### Sequential cells grouped by signal name, run 1

Scale bar: 20 um.
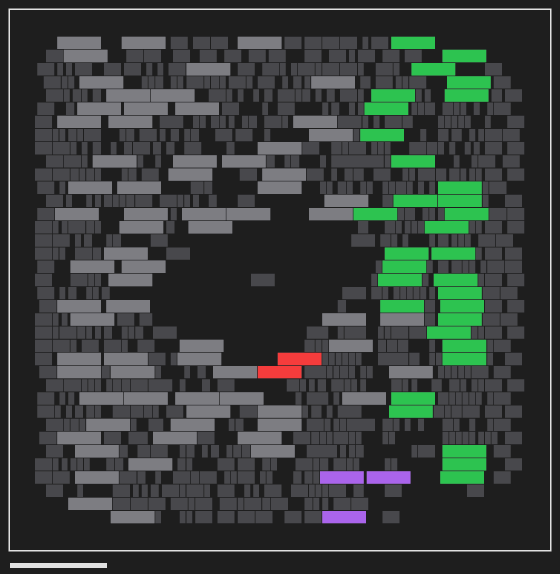
### A small window of the routed layout, run 1

Scale bar: 10 um. Window x 15 to 40, y 15 to 40 um. Cells in gray, sequential cells in the stronger gray; small squares are vias.
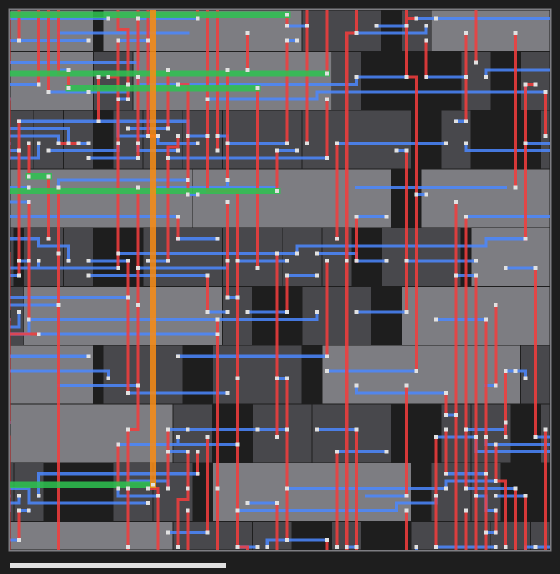
### Routing congestion, run 1

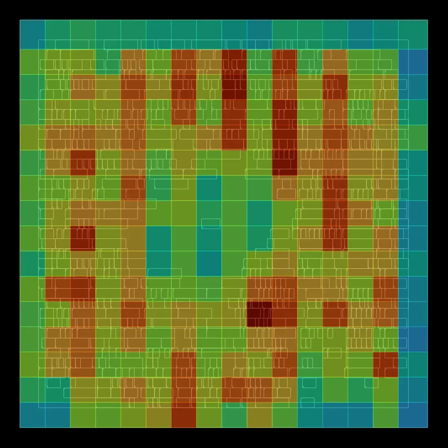
===== config.mk =====
export PLATFORM = sky130hd
export DESIGN_NAME = alu_cmd_ctrl
export DESIGN_NICKNAME = d
export VERILOG_FILES = /design/src/rtl/alu_cmd_ctrl.sv
export SDC_FILE = /design/constraint.sdc
export NUM_CORES = 1
export LEC_CHECK = 0
export ABC_AREA = 1
export CORE_MARGIN = 5
export CORE_UTILIZATION = 46
export DETAILED_ROUTE_END_ITERATION = 8
export HOLD_SLACK_MARGIN = 0.08
export MAX_ROUTING_LAYER = met4
export PLACE_DENSITY = 0.9
export REMOVE_ABC_BUFFERS = 1
export SKIP_CTS_REPAIR_TIMING = 1
export SLEW_MARGIN = 25
export SYNTH_ARGS = -nofsm -noshare
export SYNTH_HDL_FRONTEND = slang
export SYNTH_SLANG_ARGS = --single-unit

===== constraint.sdc =====
create_clock -name clk -period 6.1 [get_ports clk]
set_input_delay 1.83 -clock clk [delete_from_list [all_inputs] [get_ports clk]]
set_output_delay 1.83 -clock clk [all_outputs]
set_load 0.005 [all_outputs]

===== src/rtl/alu_cmd_ctrl.sv =====
// Request/response front end for a combinational ALU: issues registered operands, waits the settle time, returns R/Z.
// Latency: response valid 1+N cycles after accept (N = MUL_SETTLE for MUL, else SETTLE); illegal opcodes answer after 1 cycle.
// Backpressure: one op in flight; req_ready low until the response handshakes. Define ALU_CMD_STATS_EN for stat_ops/stat_err counters.
module alu_cmd_ctrl #(
    parameter int WIDTH      = 32,
    parameter int SETTLE     = 1,
    parameter int MUL_SETTLE = 2,
    parameter int CNT_W      = 16
) (
    input  logic             clk,
    input  logic             rst,
    input  logic             req_valid,
    output logic             req_ready,
    input  logic [2:0]       req_op,
    input  logic [WIDTH-1:0] req_a,
    input  logic [WIDTH-1:0] req_b,
    output logic [2:0]       alu_op,
    output logic [WIDTH-1:0] alu_a,
    output logic [WIDTH-1:0] alu_b,
    input  logic [WIDTH-1:0] alu_r,
    input  logic             alu_z,
    output logic             rsp_valid,
    input  logic             rsp_ready,
    output logic [WIDTH-1:0] rsp_r,
    output logic             rsp_z,
`ifdef ALU_CMD_STATS_EN
    output logic [CNT_W-1:0] stat_ops,
    output logic [CNT_W-1:0] stat_err,
`endif
    output logic             rsp_err
);

    localparam int SET_N = (SETTLE < 1) ? 1 : SETTLE;
    localparam int MUL_N = (MUL_SETTLE < 1) ? 1 : MUL_SETTLE;
    localparam int MAX_N = (SET_N > MUL_N) ? SET_N : MUL_N;
    localparam int CW    = (MAX_N < 2) ? 1 : $clog2(MAX_N + 1);

    localparam logic [2:0] OP_MUL = 3'b100;

    if (WIDTH < 1 || CNT_W < 1) begin : g_param_chk
        $error("alu_cmd_ctrl: WIDTH and CNT_W must be positive");
    end

    typedef enum logic [1:0] {IDLE, EXEC, RESP} state_t;

    state_t           state_q;
    logic [CW-1:0]    cnt_q;
    logic             req_ready_q;
    logic [2:0]       alu_op_q;
    logic [WIDTH-1:0] alu_a_q;
    logic [WIDTH-1:0] alu_b_q;
    logic             rsp_valid_q;
    logic [WIDTH-1:0] rsp_r_q;
    logic             rsp_z_q;
    logic             rsp_err_q;

    logic             op_legal;
    logic [CW-1:0]    cnt_d;

    assign op_legal = (req_op != 3'b000) && (req_op != 3'b111);
    assign cnt_d    = (req_op == OP_MUL) ? MUL_N[CW-1:0] : SET_N[CW-1:0];

    always_ff @(posedge clk or posedge rst) begin
        if (rst) begin
            state_q     <= IDLE;
            cnt_q       <= '0;
            req_ready_q <= 1'b0;
            alu_op_q    <= '0;
            alu_a_q     <= '0;
            alu_b_q     <= '0;
            rsp_valid_q <= 1'b0;
            rsp_r_q     <= '0;
            rsp_z_q     <= 1'b0;
            rsp_err_q   <= 1'b0;
        end else begin
            case (state_q)
                IDLE: begin
                    if (req_valid && req_ready_q) begin
                        req_ready_q <= 1'b0;
                        if (op_legal) begin
                            alu_op_q <= req_op;
                            alu_a_q  <= req_a;
                            alu_b_q  <= req_b;
                            cnt_q    <= cnt_d;
                            state_q  <= EXEC;
                        end else begin
                            // Illegal opcodes never reach the ALU; answer with a zero result.
                            rsp_r_q     <= '0;
                            rsp_z_q     <= 1'b1;
                            rsp_err_q   <= 1'b1;
                            rsp_valid_q <= 1'b1;
                            state_q     <= RESP;
                        end
                    end else begin
                        req_ready_q <= 1'b1;
                    end
                end
                EXEC: begin
                    cnt_q <= cnt_q - CW'(1);
                    if (cnt_q <= CW'(1)) begin
                        rsp_r_q     <= alu_r;
                        rsp_z_q     <= alu_z;
                        rsp_err_q   <= 1'b0;
                        rsp_valid_q <= 1'b1;
                        state_q     <= RESP;
                    end
                end
                RESP: begin
                    if (rsp_ready) begin
                        rsp_valid_q <= 1'b0;
                        req_ready_q <= 1'b1;
                        state_q     <= IDLE;
                    end
                end
                default: begin
                    state_q <= IDLE;
                end
            endcase
        end
    end

`ifdef ALU_CMD_STATS_EN
    logic [CNT_W-1:0] stat_ops_q;
    logic [CNT_W-1:0] stat_err_q;

    // Both counters stick at all-ones rather than wrapping.
    always_ff @(posedge clk or posedge rst) begin
        if (rst) begin
            stat_ops_q <= '0;
            stat_err_q <= '0;
        end else if (rsp_valid_q && rsp_ready) begin
            if (stat_ops_q != '1) begin
                stat_ops_q <= stat_ops_q + CNT_W'(1);
            end
            if (rsp_err_q && (stat_err_q != '1)) begin
                stat_err_q <= stat_err_q + CNT_W'(1);
            end
        end
    end

    assign stat_ops = stat_ops_q;
    assign stat_err = stat_err_q;
`endif

    assign req_ready = req_ready_q;
    assign alu_op    = alu_op_q;
    assign alu_a     = alu_a_q;
    assign alu_b     = alu_b_q;
    assign rsp_valid = rsp_valid_q;
    assign rsp_r     = rsp_r_q;
    assign rsp_z     = rsp_z_q;
    assign rsp_err   = rsp_err_q;

endmodule

==> reports/qor.yml, run 1 <==
run_status:
  status: "finished, final reports clean"
placement:
  preCtsSetupSlack_ns: 1.80
  dp_hpwl_um: 9680
  dpl_cell_area_sq_um: 6810
  io_buffers: 206
  dp_cells: 876
  routabilityCongestion: 0.799
hold_path:
  hold_end: "rsp_r[3]"
  min-delay-start: "rsp_r[3]"
  hp-class: "register to register"
  holdPathStages: 2
final_layout:
  final_nets: 859
  n_antenna_cell: 0
  seq-cell-share: 0.383
  fin_area_sq_um: 7000
  inv_count: 41
  buf_share: 0.300
  buffers: 211
  flops: 107
  area_growth_pct: 47.6
  n_clock_buffer: 12
  final_cells: 892
  comb_cells: 381
  logic_area_sq_um: 1710
  fill_cells: 790
  drive_above_1_share: 0.0357
  sh_comb_area: 0.244
  clock_cell_area_share: 0.0266
  lay_top_cells: "256 x nand2_1, 206 x clkdlybuf4s50_1, 107 x dfrtp_1"
  lay_top_count: "nand2_1"
  dominant_cells: "sequential cells"
drt:
  vias_per_cell: 5.05
  wirelength_um: 13400
  wl_met2_um: 6620
  num_vias: 4503
  dr.first_iter.drc_count: 311
  ant_nets: 0
  first_pass_iters: 5
  route.detailed.drc: 0
  wl_met3_um: 1060
  met1Wirelength_um: 5420
timing:
  period_used_share: 0.653
  slew_viol_final: 0
  setup_violations: 0
  slew_headroom: 0.345
  skew_ns: 0.0101
  timing.final.ws_setup_ns: 2.11
  grt_setup_unrepaired: "no"
  fmaxAchievable_mhz: 251
  finalHoldViolCount: 0
  finalSetupTns_ns: 0
  tightest_slew_ns: 0.980
  finalCriticalPeriod_ns: 3.99
  holdWs_ns: 0.486
clock_network:
  clk_latency_ns: 0.35
  cts_root_buffer: "clkbuf_8"
  htree_num_levels: 3
  clk_pin_slew_worst_paths_ns: 0.09
  cts_buffer_depth: 2
  cts_tree: "done"
  cts_buffers: 9
critical_path:
  critPathArrivalTime_ns: 4.23
  startpoint_type: "input pin"
  startpoint: "req_op[0]"
  worstReg2RegEnd: "rsp_r[16]"
  r2r_slack_ns: 3.35
  path_max_fanout: 89
  worst_ep_required_time_ns: 6.34
  critPathCapture: "rsp_r[16]"
  r2r_start: "state_q[1]"
  cp-end-kind: "register"
  worst_r2r_path_depth: 8
synthesis:
  synth_area_per_cell_sq_um: 8.34
  top_cell_area_share: 0.565
  ys_seq_share: 0.565
  aoi_share: 0.0797
  synth_area_sq_um: 4740
  ys_sh_simple: 0.267
  yosys-top-cells-area: "dfrtp_1 56%, nand2_1 20%, o21ai_0 7.3%, nand4_1 4.5%, inv_1 3.2%"
  synth.distinct_cells: 22
  edf_count: 0
  mux_share: 0
  yosys_most_used_dff: "dfrtp_1"
  yosysCellCount: 568
  top_area_cell: "dfrtp_1"
  ys_sh_adder: 0.0106
  ys_ff: 107
  synthTopLogicFamily: "simple AND/OR/NAND/NOR gates"
  top_cells_by_count: "256 x nand2_1, 107 x dfrtp_1, 69 x o21ai_0"
  synth_dominant_cell_count: "nand2_1"
  synthCells: 568
  ys_sh_xor: 0
  ys_area_sq_um: 4740
run:
  maxCapViolations: 0
  warnings: 27
floorplanning:
  initCoreUtil: 0.465
  core_sq_um: 10200
  die_h_um: 112
  num_io_pins: 207
  die_area_sq_um: 12400
  num_rows: 37
  tap_cells: 136
  dieWidth_um: 112
pwr:
  switchingPower_mw: 1.24
  combPwrFrac: 0.500
  powerDensity_nw_per_um2: 470
  switching_share: 0.379
  intPower_mw: 2.04
  vdd_ir_drop_max_uv: 260
  p_leak_nw: 3.51
  power.share.clock: 0.127
  total_power_mw: 3.29
  power_frac_seq: 0.373
grt:
  grt_max_degree: 90
  grt_pass1_vias: 4607
  grt_pass1_wl_um: 22100
  grt_usage: 0.220
  antenna_found_initial: 0
  overflow: 0
About 'Sequential cells grouped by signal name':
Key: `rsp_r` = green [flops 32, where a column on the right]; `alu_op` = purple [flops 3]; `state_q` = red [flops 2]
Another 70 sequential cells are not colored.
P_seq: 1.23 mW
fin util: 0.687
FF+latch area: 2680 sq um

About 'A small window of the routed layout':
Key: metal 3 = green; metal 2 = red; metal 1 = blue; metal 4 = orange
Sequential cells in the window: 11. Most frequent: nand2_1 (13), o21ai_0 (11), dfrtp_1 (11). Netlist names of flops here include `alu_a` (7), `alu_b` (4). 47 logic cells have their middle in the window.

About 'Routing congestion':
WL per Instance: 15.0 um
met3 Track Usage GR: 0.0592
GR peak layer: met2
met1 usage: 0.262

## run 1: critical path: stages
cell and delay [ns]:
clkdlybuf4s50_1 0.44, nor2_1 0.16, nand2_1 0.13, nand3_4 0.18, buf_4 0.64, nand3_4 0.50, nand2_1 0.19, nand2_1 0.08
## run 1: power by group through the flow
stage	Combinational (mW)	Clock [mW]	Sequential (mW)
final	1.64	0.418	1.23
after global placement	1.58	0	1.22
after detailed placement	1.65	0	1.23
after floorplan	0.676	0	1.23
after global routing	1.82	0.457	1.27
after CTS	1.66	0.428	1.22
## run 1: per-layer routing
layer | vias up | track usage
li1 | 2157 | -
met1 | 2113 | 0.262
met2 | 207 | 0.359
met3 | 26 | 0.0592
met4 | 0 | 0.0835
met5 | - | -
==> run 1 -> run 2 <==
Settings changed: CORE_UTILIZATION 46 to 38, PLACE_DENSITY 0.9 to 0.79.
Clock period 6.1 ns to 3.5 ns, I/O delays scaled along.
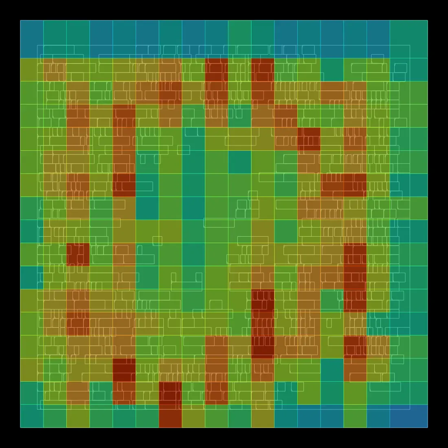
*Routing congestion, run 2*
fin util: 0.596
met1 usage: 0.238
gr usage total: 0.200

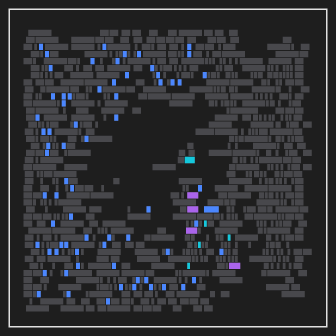
*Gate families picked out, run 2*
Key: fa/ha/maj cells = purple [cells 4, most used ha_1]; nor cells = cyan [cells 5, most used nor2_1, where south]; aoi and oai cells = blue [cells 70, most used o21ai_0]
logic share of the area: 0.236
fin cells: 929
Commonest Layout Cell: nand2_1

==> run 2 against run 1 <==
  * Largest cell class unchanged
  * Wire length up 5.0%
  * Via count down 0.51%
  * Area after synthesis unchanged
  * Register-to-register slack worse by 2.1 ns
  * Global-route usage down 2.0 points
  * Highest routed layer unchanged
  * Flip-flop count unchanged
  * First-iteration DRC count down 5.1%
  * Count of clock-buffer cells in the layout up 1
  * Critical endpoint is now cnt_q[0]
  * Clock skew down 0.0038 ns
  * Setup slack worse by 1.3 ns
==> reports/qor.yml, run 2 <==
final_layout:
  fin_area_sq_um: 7220
  lay_top_cells: "256 x nand2_1, 206 x clkdlybuf4s50_1, 107 x dfrtp_1"
  final_nets: 864
  drive_above_1_share: 0.0460
  area_growth_pct: 52.4
  n_antenna_cell: 0
grt:
  grt_pass1_vias: 4685
  globalRouteMet3Util: 0.0613
  antenna_found_initial: 0
  top_usage_layer: "met2"
  grt_pass1_wl_um: 23100
  grtUsageMet2: 0.322
  overflow: 0
  grt_max_degree: 57
clock_network:
  cts_root_buffer: "clkbuf_16"
  htree_num_levels: 3
  clk_latency_ns: 0.35
  cts_sinks: 107
  clk_pin_slew_worst_paths_ns: 0.07
  cts_buffer_depth: 2
  cts_tree: "done"
  cts_buffers: 9
hold_path:
  hp-class: "register to register"
  hold_end: "rsp_r[3]"
  min-delay-start: "rsp_r[3]"
  holdPathStages: 2
timing:
  slew_headroom: 0.561
  timing.final.ws_setup_ns: 0.853
  finalCriticalPeriod_ns: 2.65
  finalSetupTns_ns: 0
  slew_viol_final: 0
  fmaxAchievable_mhz: 378
  period_used_share: 0.756
  grt_setup_unrepaired: "no"
  setup_violations: 0
  skew_ns: 0.00632
  finalHoldViolCount: 0
  holdWs_ns: 0.470
  tightest_slew_ns: 0.656
critical_path:
  critPathArrivalTime_ns: 2.88
  path_max_fanout: 36
  startpoint: "req_valid"
  worstReg2RegEnd: "rsp_r[18]"
  critPathTopFamily: "buffers and inverters"
  startpoint_type: "input pin"
  r2r_start: "state_q[0]"
  critical_path.most_common_cell: "nand2_1"
  critPathCapture: "cnt_q[0]"
  cp-end-kind: "register"
  crit_type: "input pin to register"
  worst_ep_required_time_ns: 3.73
  cp.depth: 7
  cp_num_buf_inv: 2
  critPathSlowestCell: "clkdlybuf4s50_1"
  worst_r2r_path_depth: 8
  cp_cell_sequence: "clkdlybuf4s50_1 > nand2_2 > a21oi_4 > buf_4 > nand2_1 > nand2_1 > o21ai_0"
  r2r_slack_ns: 1.26
  cpPeakStageDelay_ns: 0.47
synthesis:
  synth_dominant_cell_count: "nand2_1"
  ys_area_sq_um: 4740
  synth_area_per_cell_sq_um: 8.34
  yosys-top-cells-area: "dfrtp_1 56%, nand2_1 20%, o21ai_0 7.3%, nand4_1 4.5%, inv_1 3.2%"
  ys_ff: 107
  synthCells: 568
  yosysWarningCount: 0
  synth_area_sq_um: 4740
  async_flop_share: 1.00
  ys_seq_share: 0.565
  edf_count: 0
  yosys_most_used_dff: "dfrtp_1"
  top_area_cell: "dfrtp_1"
  top_cell_area_share: 0.565
  synth.distinct_cells: 22
  yosysCellCount: 568
  top_cells_by_count: "256 x nand2_1, 107 x dfrtp_1, 69 x o21ai_0"
drt:
  routedWlPerCell_um: 15.1
  route.detailed.drc: 0
  wl_met3_um: 1320
  vias_per_cell: 4.82
  wirelength_um: 14100
  dr.first_iter.drc_count: 295
  ant_nets: 0
  first_pass_iters: 4
  num_vias: 4480
  met1Wirelength_um: 5720
  wl_met2_um: 6770
  highest-signal-layer: "met4"
pwr:
  total_power_mw: 6.13
  powerDensity_nw_per_um2: 848
  p_leak_nw: 3.61
  top_power_group: "combinational cells"
  combPwrFrac: 0.474
  p_clk_mw: 1.09
  powerSeq_mw: 2.14
  power.share.clock: 0.177
  switching_share: 0.364
  vdd_ir_drop_max_uv: 409
  power_frac_seq: 0.349
  switchingPower_mw: 2.23
  intPower_mw: 3.90
  comb_power_mw: 2.90
run:
  warnings: 27
  maxCapViolations: 0
placement:
  preCtsSetupSlack_ns: 0.468
  dp_hpwl_um: 10100
  io_buffers: 206
  dp_cells: 913
  dpl_cell_area_sq_um: 6900
  routabilityCongestion: 0.857
run_status:
  status: "finished, final reports clean"
floorplanning:
  initCoreUtil: 0.391
  die_area_sq_um: 14800
  die_h_um: 122
  dieWidth_um: 122
  num_io_pins: 207
  core_sq_um: 12100
  num_rows: 40
-- run 2: cell counts after synthesis --
No cell type changed its count.
-- run 2: final cells by class --
class / instances / area [sq um]
fillers: 1094 / 4890
clock buffers: 13 / 280
repair buffers: 216 / 2150
inverters: 41 / 156
well taps: 168 / 210
multi-input cells: 381 / 1710
flip-flops and latches: 107 / 2680
clock inverters: 3 / 43.8
-- run 2: cells by family (layout without fill, tap and decap cells) --
family / Yosys count / count (layout) / share of synthesized area
simple gates: 305 / 305 / 0.267
flops: 107 / 107 / 0.565
buf+inv: 80 / 273 / 0.0776
compound gates: 72 / 72 / 0.0797
fa+ha+maj: 4 / 4 / 0.0106
==> run 2 -> run 3 <==
Clock period 3.5 ns to 2.2 ns, I/O delays scaled along.
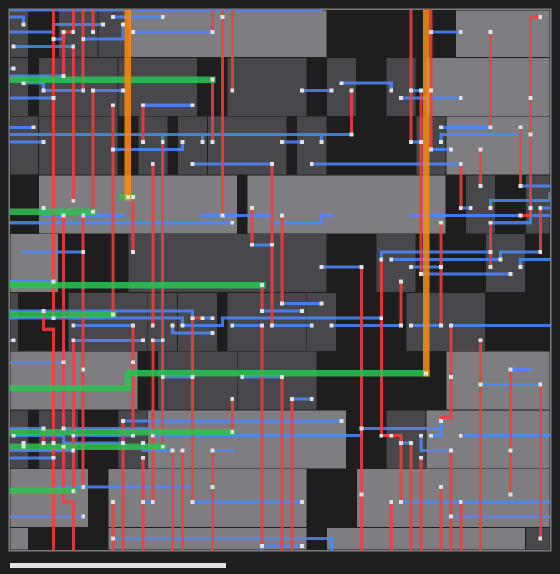
*A small window of the routed layout, run 3*
Scale bar: 10 um. Window x 18 to 43, y 18 to 43 um. Cells in gray, sequential cells in the stronger gray; small squares are vias.

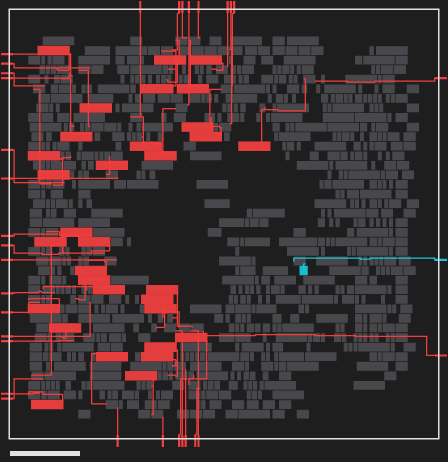
*Wires at chosen ports, followed through buffers, run 3*
Scale bar: 20 um.
Key: `alu_z` = cyan [bits 1, direction input, end cells 1, wire 44.6 um]; `alu_a` = red [bits 32, direction output, end cells 32, wire 1250 um]
# IOs: 207
port buffer count: 206

==> run 3 against run 2 <==
  * Die size did not move
  * Critical path depth fell by 6
  * Final area rose by 1.7%
  * Largest cell class unchanged
  * Highest routed layer unchanged
==> reports/qor.yml, run 3 <==
run_status:
  status: "finished, final reports clean"
pwr:
  switching_share: 0.359
  power.share.clock: 0.172
  p_leak_nw: 3.65
  total_power_mw: 9.95
  intPower_mw: 6.38
grt:
  grtUsageMet2: 0.309
  grt_pass1_vias: 4507
  grt_pass1_wl_um: 21800
  grt_usage: 0.189
  top_usage_layer: "met2"
  globalRouteMet3Util: 0.0576
  antenna_found_initial: 0
  grt_use_met1: 0.225
  overflow: 0
final_layout:
  final_nets: 870
  logic_area_sq_um: 1710
  lay_top_count: "nand2_1"
  seq-cell-share: 0.364
  buf_share: 0.310
  sh_comb_area: 0.232
  buffers: 222
  comb_cells: 381
  lay_top_cells: "256 x nand2_1, 206 x clkdlybuf4s50_1, 107 x dfrtp_1"
  n_antenna_cell: 0
  n_clock_buffer: 9
  final_util: 0.607
  area_growth_pct: 55.1
clock_network:
  cts_root_buffer: "clkbuf_16"
  cts_buffer_depth: 2
  clk_latency_ns: 0.34
  cts_buffers: 9
timing:
  slew_viol_final: 0
  timing.final.ws_setup_ns: 0.282
  grt_setup_unrepaired: "no"
  setup_violations: 0
  finalCriticalPeriod_ns: 1.92
  finalSetupTns_ns: 0
  tightest_slew_ns: 0.607
  skew_ns: 0.00430
  holdWs_ns: 0.470
critical_path:
  crit_type: "register to output pin"
  path_max_fanout: 3
  critPathCapture: "req_ready"
  cp_num_buf_inv: 1
  r2r_start: "state_q[0]"
  cpPeakStageDelay_ns: 0.53
  startpoint_type: "register"
floorplanning:
  num_rows: 40
  dieWidth_um: 122
  die_h_um: 122
  die_area_sq_um: 14800
  initCoreUtil: 0.391
  tap_cells: 168
drt:
  met1Wirelength_um: 5880
  ant_nets: 0
  num_vias: 4467
  route.detailed.drc: 0
  vias_per_cell: 4.78
  highest-signal-layer: "met4"
  routedWlPerCell_um: 14.7
  wl_met2_um: 6410
synthesis:
  yosysCellCount: 568
  edf_count: 0
  ys_seq_share: 0.565
  ys_area_sq_um: 4740
  top_area_cell: "dfrtp_1"
  synth.distinct_cells: 22
  top_cell_area_share: 0.565
  top_cells_by_count: "256 x nand2_1, 107 x dfrtp_1, 69 x o21ai_0"
  async_flop_share: 1.00
  yosysWarningCount: 0
run:
  maxCapViolations: 0
placement:
  preCtsSetupSlack_ns: -0.0207
hold_path:
  hp-class: "register to register"
[run 3: cell counts after synthesis]
No cell type changed its count.
[run 3: power by group through the flow]
stage               registers, mW  clock network (mW)  logic [mW]
global route                 3.48                1.82        5.41
floorplan                    3.41                   0        1.87
detailed placement           3.40                   0        4.92
global placement             3.38                   0        4.77
finish                       3.38                1.71        4.86
CTS                          3.38                1.76        4.94
[run 3: kinds of logic (layout without fill, tap and decap cells)]
group / after synthesis / count (layout) / share of synthesized area
simple gates: 305 / 305 / 0.267
compound gates: 72 / 72 / 0.0797
fa+ha+maj: 4 / 4 / 0.0106
flops: 107 / 107 / 0.565
buf+inv: 80 / 279 / 0.0776
Power is estimated from default activity; no workload was simulated.
